**Run 1: metal 2**

Drawn at 4 px/µm.
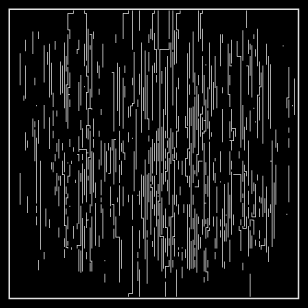
**Run 1: close-up of the layout**

Region (23, 23) to (48, 48) µm. Cells in grey, sequential cells in the stronger grey; small squares are vias.
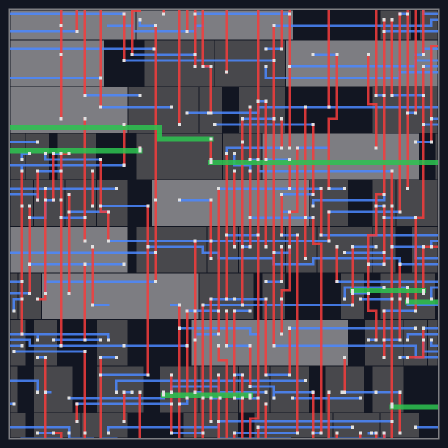
**Run 1: register map, names as in the netlist**

Drawn at 4 px/µm. Other sequential cells in the stronger grey, the rest of the logic in the fainter grey.
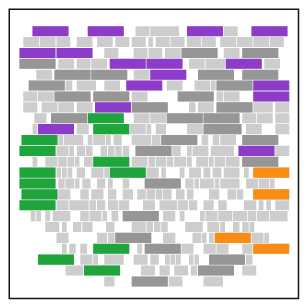
--- src/rtl/adc_spi_sampler.sv ---
// Periodic SPI master (mode 0) reading a 16-bit two's-complement ADC; one frame per sample period.
// Build option: define ADC_AVG4_EN to present a 4-deep moving average instead of the raw word.
module adc_spi_sampler #(
  parameter int unsigned CLK_DIV       = 4,
  parameter int unsigned SAMPLE_PERIOD = 5000
) (
  input  logic        clk,
  input  logic        reset,
  input  logic        enable,
  input  logic [2:0]  channel,
  output logic        sclk,
  output logic        cs_n,
  output logic        mosi,
  input  logic        miso,
  output logic [15:0] raw_adc_data,
  output logic        data_valid,
  output logic        busy
);

  localparam int unsigned FRAME = (2 + 2 * 16) * CLK_DIV;
  localparam int unsigned TMAX  = (SAMPLE_PERIOD > FRAME + CLK_DIV) ? SAMPLE_PERIOD : FRAME + CLK_DIV;
  localparam int unsigned TW    = $clog2(TMAX + 1);
  localparam int unsigned CW    = $clog2(CLK_DIV);

  typedef enum logic [2:0] {
    S_IDLE,
    S_CS_SETUP,
    S_SHIFT,
    S_CS_HOLD,
    S_GAP
  } state_t;

  state_t        r_state, w_state_nx;
  logic [CW-1:0] r_cnt, w_cnt_nx;
  logic [3:0]    r_bit, w_bit_nx;
  logic [TW-1:0] r_timer, w_timer_nx;
  logic [15:0]   r_cmd, w_cmd_nx;
  logic [15:0]   r_shift, w_shift_nx;
  logic [15:0]   r_raw, w_raw_nx;
  logic          r_sclk, w_sclk_nx;
  logic          r_mosi, w_mosi_nx;
  logic          r_cs_n, r_busy, r_valid;
  logic          w_valid_nx, w_frame_nx, w_start, w_cnt_last;
  logic [15:0]   w_result;

  assign w_cnt_last = (r_cnt == CW'(CLK_DIV - 1));

  always_comb begin
    w_state_nx = r_state;
    w_cnt_nx   = r_cnt + 1'b1;
    w_bit_nx   = r_bit;
    w_timer_nx = (r_timer == TW'(TMAX)) ? r_timer : r_timer + 1'b1;
    w_cmd_nx   = r_cmd;
    w_shift_nx = r_shift;
    w_raw_nx   = r_raw;
    w_sclk_nx  = r_sclk;
    w_mosi_nx  = r_mosi;
    w_valid_nx = 1'b0;
    w_start    = 1'b0;
    case (r_state)
      S_IDLE: begin
        w_cnt_nx = '0;
        w_start  = enable;
      end
      S_CS_SETUP: begin
        if (w_cnt_last) begin
          w_state_nx = S_SHIFT;
          w_cnt_nx   = '0;
          w_bit_nx   = '0;
        end
      end
      S_SHIFT: begin
        if (w_cnt_last) begin
          w_cnt_nx = '0;
          if (!r_sclk) begin
            // miso is captured on the same clk edge that raises sclk
            w_sclk_nx  = 1'b1;
            w_shift_nx = {r_shift[14:0], miso};
          end else begin
            w_sclk_nx = 1'b0;
            if (r_bit == 4'd15) begin
              w_state_nx = S_CS_HOLD;
            end else begin
              w_bit_nx  = r_bit + 1'b1;
              w_mosi_nx = r_cmd[14];
              w_cmd_nx  = {r_cmd[14:0], 1'b0};
            end
          end
        end
      end
      S_CS_HOLD: begin
        if (w_cnt_last) begin
          w_state_nx = S_GAP;
          w_cnt_nx   = '0;
          w_valid_nx = 1'b1;
          w_raw_nx   = w_result;
          w_mosi_nx  = 1'b0;
        end
      end
      S_GAP: begin
        if (w_cnt_last) w_cnt_nx = r_cnt;
        // Leave only once both the period and the minimum cs_n-high time are met
        if (w_cnt_last && r_timer >= TW'(SAMPLE_PERIOD - 1)) begin
          if (enable) w_start = 1'b1;
          else        w_state_nx = S_IDLE;
        end
      end
      default: w_state_nx = S_IDLE;
    endcase
    if (w_start) begin
      w_state_nx = S_CS_SETUP;
      w_cnt_nx   = '0;
      w_timer_nx = '0;
      w_cmd_nx   = {1'b1, channel, 12'h000};
      w_mosi_nx  = 1'b1;
    end
    w_frame_nx = (w_state_nx inside {S_CS_SETUP, S_SHIFT, S_CS_HOLD});
  end

  always_ff @(posedge clk or posedge reset) begin
    if (reset) begin
      r_state <= S_IDLE;
      r_cnt   <= '0;
      r_bit   <= '0;
      r_timer <= '0;
      r_cmd   <= '0;
      r_shift <= '0;
      r_raw   <= '0;
      r_sclk  <= 1'b0;
      r_mosi  <= 1'b0;
      r_cs_n  <= 1'b1;
      r_busy  <= 1'b0;
      r_valid <= 1'b0;
    end else begin
      r_state <= w_state_nx;
      r_cnt   <= w_cnt_nx;
      r_bit   <= w_bit_nx;
      r_timer <= w_timer_nx;
      r_cmd   <= w_cmd_nx;
      r_shift <= w_shift_nx;
      r_raw   <= w_raw_nx;
      r_sclk  <= w_sclk_nx;
      r_mosi  <= w_mosi_nx;
      r_cs_n  <= !w_frame_nx;
      r_busy  <= w_frame_nx;
      r_valid <= w_valid_nx;
    end
  end

`ifdef ADC_AVG4_EN
  logic [15:0]        r_hist [3];
  logic signed [17:0] w_sum;

  always_comb begin
    w_sum = 18'(signed'(r_shift)) + 18'(signed'(r_hist[0]))
          + 18'(signed'(r_hist[1])) + 18'(signed'(r_hist[2]));
    w_result = 16'(w_sum >>> 2);
  end

  always_ff @(posedge clk or posedge reset) begin
    if (reset) begin
      for (int unsigned i = 0; i < 3; i++) r_hist[i] <= '0;
    end else if (w_valid_nx) begin
      r_hist[0] <= r_shift;
      r_hist[1] <= r_hist[0];
      r_hist[2] <= r_hist[1];
    end
  end
`else
  assign w_result = r_shift;
`endif

  assign sclk         = r_sclk;
  assign cs_n         = r_cs_n;
  assign mosi         = r_mosi;
  assign raw_adc_data = r_raw;
  assign data_valid   = r_valid;
  assign busy         = r_busy;

endmodule

--- config.mk ---
export PLATFORM = sky130hd
export DESIGN_NAME = adc_spi_sampler
export DESIGN_NICKNAME = d
export VERILOG_FILES = /design/src/rtl/adc_spi_sampler.sv
export SDC_FILE = /design/constraint.sdc
export NUM_CORES = 1
export LEC_CHECK = 0
export CORE_MARGIN = 2
export CORE_UTILIZATION = 63
export CTS_BUF_LIST = sky130_fd_sc_hd__clkbuf_8
export CTS_CLUSTER_DIAMETER = 30
export DETAILED_ROUTE_END_ITERATION = 10
export GPL_TIMING_DRIVEN = 0
export PLACE_DENSITY = 0.87
export SLEW_MARGIN = 10
export SYNTH_ARGS = -nofsm -noshare
export SYNTH_HDL_FRONTEND = slang
export SYNTH_SLANG_ARGS = --single-unit
--- constraint.sdc ---
create_clock -name clk -period 4.1 [get_ports clk]
set_input_delay 0.615 -clock clk [delete_from_list [all_inputs] [get_ports clk]]
set_output_delay 0.615 -clock clk [all_outputs]
set_load 0.1 [all_outputs]
==> results.toml, run 1 <==
# flow metrics
[worst_setup_path]
worst_setup_path_end_kind = "output port"
r2r_slack_ns = 2.15
arrival_ns = 1.99
timing.critical_path.depth = 1
timing.rr.end = "r_shift[8]"
path_max_fanout = 1
cp_top_family = "buffers and inverters"
worstPathBufferInverterCount = 1

[final_layout]
drive_gt1_frac = 0.227
nFillCells = 290
flow.area_growth_from_synthesis_pct = 17.9

[yosys]
synth.cell_area_um2 = 2910
syn_inst_count = 251
synth.largest_area_cell = "sky130_fd_sc_hd__dfrtp_1"
synth.top_cell.area_share = 0.525
postSynth.topFlopCell = "sky130_fd_sc_hd__dfrtp_1"
netlist_top_cells_count = "sky130_fd_sc_hd__dfrtp_1, sky130_fd_sc_hd__mux2_2, sky130_fd_sc_hd__nor2_1, sky130_fd_sc_hd__nand2_1, sky130_fd_sc_hd__inv_1"

[worst_hold_path]
min_path_cells = 1
min-delay-path-class = "register to register"

[timing]
worst_rel_slew_slack = 0.349
final_count_of_pins_violating_max_slew = 0
finalHoldWorstSlack_ns = 0.505
setup_viol_count_final = 0
totalNegativeSetupSlack_ns = 0

[floorplanning]
core_area_um2 = 4410
floorplan.die.width_um = 71.9

[power]
p_int_w = 0.00119
total_switching_power_w = 0.000787
power.share.switching = 0.398
power.share.clock = 0.231

[placement]
dp_hpwl_um = 3880

[drt]
top_layer_used = "met4"
dr_wl_met3_um = 206
met2_wl_post_dr_um = 2770
drtIter0Drc = 121
drc = 0
route.detailed.wl_per_inst_um = 15.8

[job]
maxCapViolCount = 0

[global_routing]
globalRouteOverflowTotal = 0
globalRouteMet3Util = 0.0514
globalRouteMet1Util = 0.312
grt_first_pass_wirelength_um = 9480
grt_max_degree = 38

[status]
run_status = "completed"

[clock_network]
cts_hold_buf = 0
-- 'metal 2' (at the start) --
- share of all routed wire: 51%
- main direction: vertical
- longest straight run: 38.0 µm
vias post-DR: 2070
WL final: 5470 µm
met2 track utilization from global routing: 0.394

-- 'close-up of the layout' (at the start) --
- green: met3
- blue: met1
- red: met2
- sequential cells in the window: 10
- netlist names of flops here include: r_timer (4), r_shift (2), r_state (2)
- cells with their middle in the window: 57
- most frequent: dfrtp_1 (10), nor2_1 (7), mux2_2 (5)

-- 'register map, names as in the netlist' (at the start) --
- purple: raw_adc_data (flops 16)
- green: r_timer (flops 13)
- orange: r_bit (flops 4)
- not coloured: 29
share of the core filled with cells: 0.777
fraction of area in registers: 0.453
power dissipated in sequential cells: 0.000802 W

run 1: worst min path at each step:
stage | end
detailed placement | raw_adc_data[3]
floorplan | r_shift[0]
global placement | raw_adc_data[12]
CTS | raw_adc_data[3]
finish | raw_adc_data[4]
global route | raw_adc_data[10]
run 1: registers in the layout, indices dropped and copies added, names as in the netlist:
register and flops:
cs_n 1, r_cmd 3, r_state 3, r_bit 4
r_cnt 2, data_valid 1, sclk 1, mosi 1
r_timer 13, r_shift 16, raw_adc_data 16, busy 1
run 1: layout make-up:
cell class / count / area, µm² / area share
multi-input cells: 164 / 1230 / 0.358
repair buffers: 28 / 290 / 0.0846
flip-flops and latches: 62 / 1550 / 0.453
clock inverters: 7 / 42.5 / 0.0124
well taps: 52 / 65.1 / 0.0190
plain buffers: 13 / 81.3 / 0.0237
clock buffers: 9 / 124 / 0.0361
inverters: 12 / 45.0 / 0.0131
run 1: cell usage in the layout, fill, tap and decap left out, types with 3 or more instances in the layout:
| cell type | count |
|---|---|
| sky130_fd_sc_hd__dfrtp_1 | 61 |
| sky130_fd_sc_hd__mux2_2 | 32 |
| sky130_fd_sc_hd__clkdlybuf4s50_1 | 27 |
| sky130_fd_sc_hd__nor2_1 | 18 |
| sky130_fd_sc_hd__nand2_1 | 15 |
| sky130_fd_sc_hd__inv_1 | 12 |
| sky130_fd_sc_hd__clkbuf_8 | 9 |
| sky130_fd_sc_hd__nand4_1 | 8 |
| sky130_fd_sc_hd__and3_1 | 8 |
| sky130_fd_sc_hd__xnor2_1 | 7 |
| sky130_fd_sc_hd__nand3_1 | 7 |
| sky130_fd_sc_hd__buf_2 | 6 |
| sky130_fd_sc_hd__o21ai_0 | 5 |
| sky130_fd_sc_hd__xor2_1 | 5 |
| sky130_fd_sc_hd__nor3_1 | 4 |
| sky130_fd_sc_hd__a22o_1 | 4 |
| sky130_fd_sc_hd__a21oi_1 | 4 |
| sky130_fd_sc_hd__ha_1 | 4 |
| sky130_fd_sc_hd__nand2b_1 | 3 |
| sky130_fd_sc_hd__clkinv_2 | 3 |
run 1: through the flow:
stage | instances | instance area (µm²) | setup slack [ns]
6_report | 347 | 3430 | 1.50
5_1_grt | 347 | 3430 | 1.47
4_1_cts | 347 | 3430 | 1.49
3_5_place_dp | 331 | 3260 | 1.87
3_3_place_gp | 330 | 3240 | 0.946
2_1_floorplan | 251 | 2910 | 1.95
run 1: kinds of logic after synthesis:
logic type               Yosys count  share of synthesized area
AND-OR/OR-AND                     32                     0.0818
XOR/XNOR                          12                     0.0361
adder cells (fa/ha/maj)            4                     0.0172
buffers and inverters             25                     0.0435
flip-flops                        62                      0.534
multiplexers                      35                      0.135
AND/OR/NAND/NOR                   81                      0.153
run 1: power groups by stage:
| stage | Sequential [W] | Combinational, W | Clock, W |
|---|---|---|---|
| 3_5_place_dp | 0.000813 | 0.000721 | 0 |
| 6_report | 0.000802 | 0.000721 | 0.000456 |
| 4_1_cts | 0.000802 | 0.000725 | 0.000464 |
| 2_1_floorplan | 0.000952 | 0.000413 | 0 |
| 5_1_grt | 0.000816 | 0.000791 | 0.000488 |
| 3_3_place_gp | 0.000806 | 0.000693 | 0 |
**Run 1: congestion heat map**

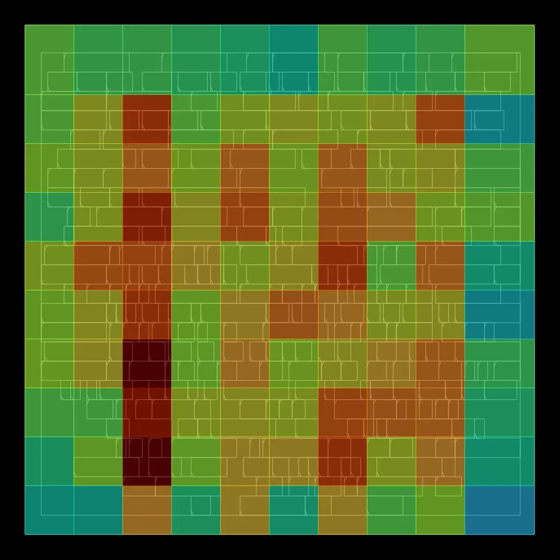

## Run 2: what changed since run 1
Settings changed: CORE_UTILIZATION 63 to 53, PLACE_DENSITY 0.87 to 0.78.
Clock period 4.1 ns to 2.3 ns, I/O delays scaled along.
**Run 2: congestion heat map**

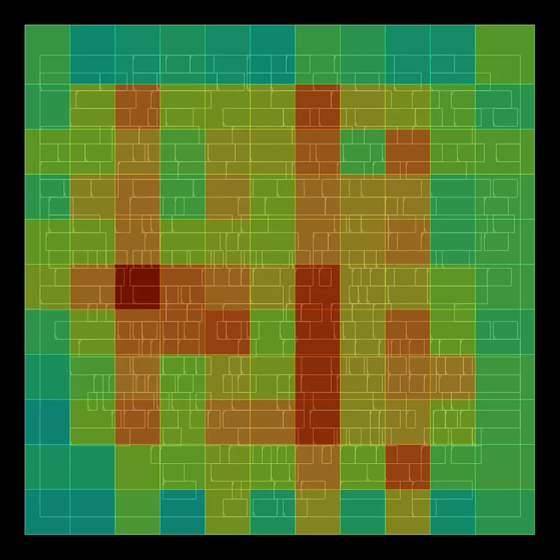
grt peak-use layer: met2
fraction of met3 tracks used by global routing: 0.0425

**Run 2: close-up of the layout**

Region (27, 27) to (52, 52) µm. Cells in grey, sequential cells in the stronger grey; small squares are vias.
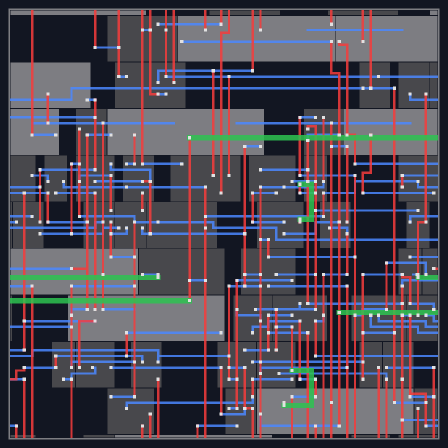

==> run 2 against run 1 <==
Net effect:
- via count decreased by 1.6%
- cell count increased by 4.9%
- sequential share of layout area decreased by 0.36 points
- synthesized cell count unchanged
- sequential power increased by 78%
- hold slack got worse by 0.021 ns
- clock power increased by 100%
- critical path depth unchanged
- first-iteration DRC count decreased by 45%
- flip-flop count unchanged
- non-clock buffer count decreased by 1
- worst setup slack got worse by 1.4 ns
- critical endpoint is now mosi
==> results.toml, run 2 <==
# flow metrics
[drt]
vias_post_dr = 2036
drc = 0

[final_layout]
lay_top_cells = "sky130_fd_sc_hd__dfrtp_1, sky130_fd_sc_hd__mux2_2, sky130_fd_sc_hd__clkdlybuf4s50_1, sky130_fd_sc_hd__nor2_1, sky130_fd_sc_hd__nand2_1"
drive_gt1_frac = 0.224
nFillCells = 425
flow.area_growth_from_synthesis_pct = 18.9

[yosys]
synth.top_cell.area_share = 0.525
post_synth_fa_ha_maj_area_fraction = 0.0172
simple_gate_share = 0.153
syn_inst_count = 251
synthMuxAreaShare = 0.135
xor_area_frac = 0.0361

[worst_setup_path]
worst_setup_path_end_kind = "output port"
arrival_ns = 1.85

[floorplanning]
floorplan.die.width_um = 78.1

[job]
maxCapViolCount = 0

[worst_hold_path]
min-delay-path-class = "input pin to asynchronous set/reset pin"

[timing]
setup_viol_count_final = 0
finalWorstSetupSlack_ns = 0.102
finalHoldWorstSlack_ns = 0.484

[status]
run_status = "completed"
**Run 2: metal 2**

Drawn at 4 px/µm.
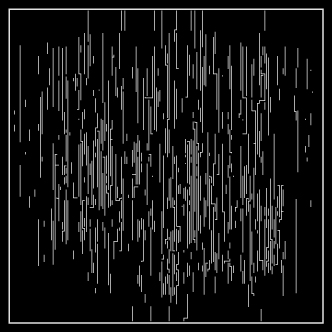
WL final: 5640 µm
met2 track utilization from global routing: 0.334

run 2: through the flow:
stage               area [µm²]   util  TNS (ns)
floorplan                 2910      -         0
global placement          3270  0.627    -38.09
detailed placement        3270  0.628         0
CTS                       3460  0.664         0
global route              3460  0.664         0
finish                    3460  0.664         0
run 2: metal layers:
layer  track usage  up-vias  part of all wire
li1              -      977                 -
met1         0.270     1010              0.46
met2         0.334       39              0.50
met3        0.0425       10             0.028
met4        0.0947        0             0.018
met5             0        -                 0
run 2: cell type report:
cell class / count / area share
multi-input combinational: 164 / 0.355
buffer: 13 / 0.0235
timing repair buffer: 27 / 0.0778
clock inverter: 7 / 0.0192
inverter: 12 / 0.0138
clock buffer: 9 / 0.0358
sequential: 62 / 0.449
tap: 70 / 0.0253
run 2: power by group:
| part | switching (W) | internal, W | leakage, nW |
|---|---|---|---|
| Clock | 0.000433 | 0.000492 | 0.0924 |
| Sequential | 0.000148 | 0.00128 | 0.828 |
| Combinational | 0.000824 | 0.000452 | 0.708 |
run 2: kinds of logic after synthesis:
family,count (synthesis)
muxes,35
xor gates and xnor gates,12
DFF,62
buffers and inverters,25
adders and majority gates,4
AOI/OAI and AO/OA,32
and+or+nand+nor,81
run 2: what timing repair did:
| item | in CTS | in global routing |
|---|---|---|
| setup buffers | 0 | 0 |
| hold buffers | 0 | 0 |
| endpoints found under the setup margin | 1 | 0 |
| gates resized | 1 | 0 |
run 2: worst paths after layout:
kind / slack, ns / startpoint / cells after the start / endpoint
min in group clk: 0.51 / raw_adc_data[3] / 1 / raw_adc_data[3]
worst min register to register: 0.51 / raw_adc_data[3] / 1 / raw_adc_data[3]
max in group asynchronous: 1.33 / reset / 2 / r_cmd[12]
worst max register to register: 0.33 / r_cnt[0] / 7 / r_shift[3]
worst max-delay path: 0.10 / mosi / 1 / mosi
worst min-delay path: 0.48 / reset / 2 / r_shift[3]
No activity file was given, so power comes from the tool's default toggle rates.
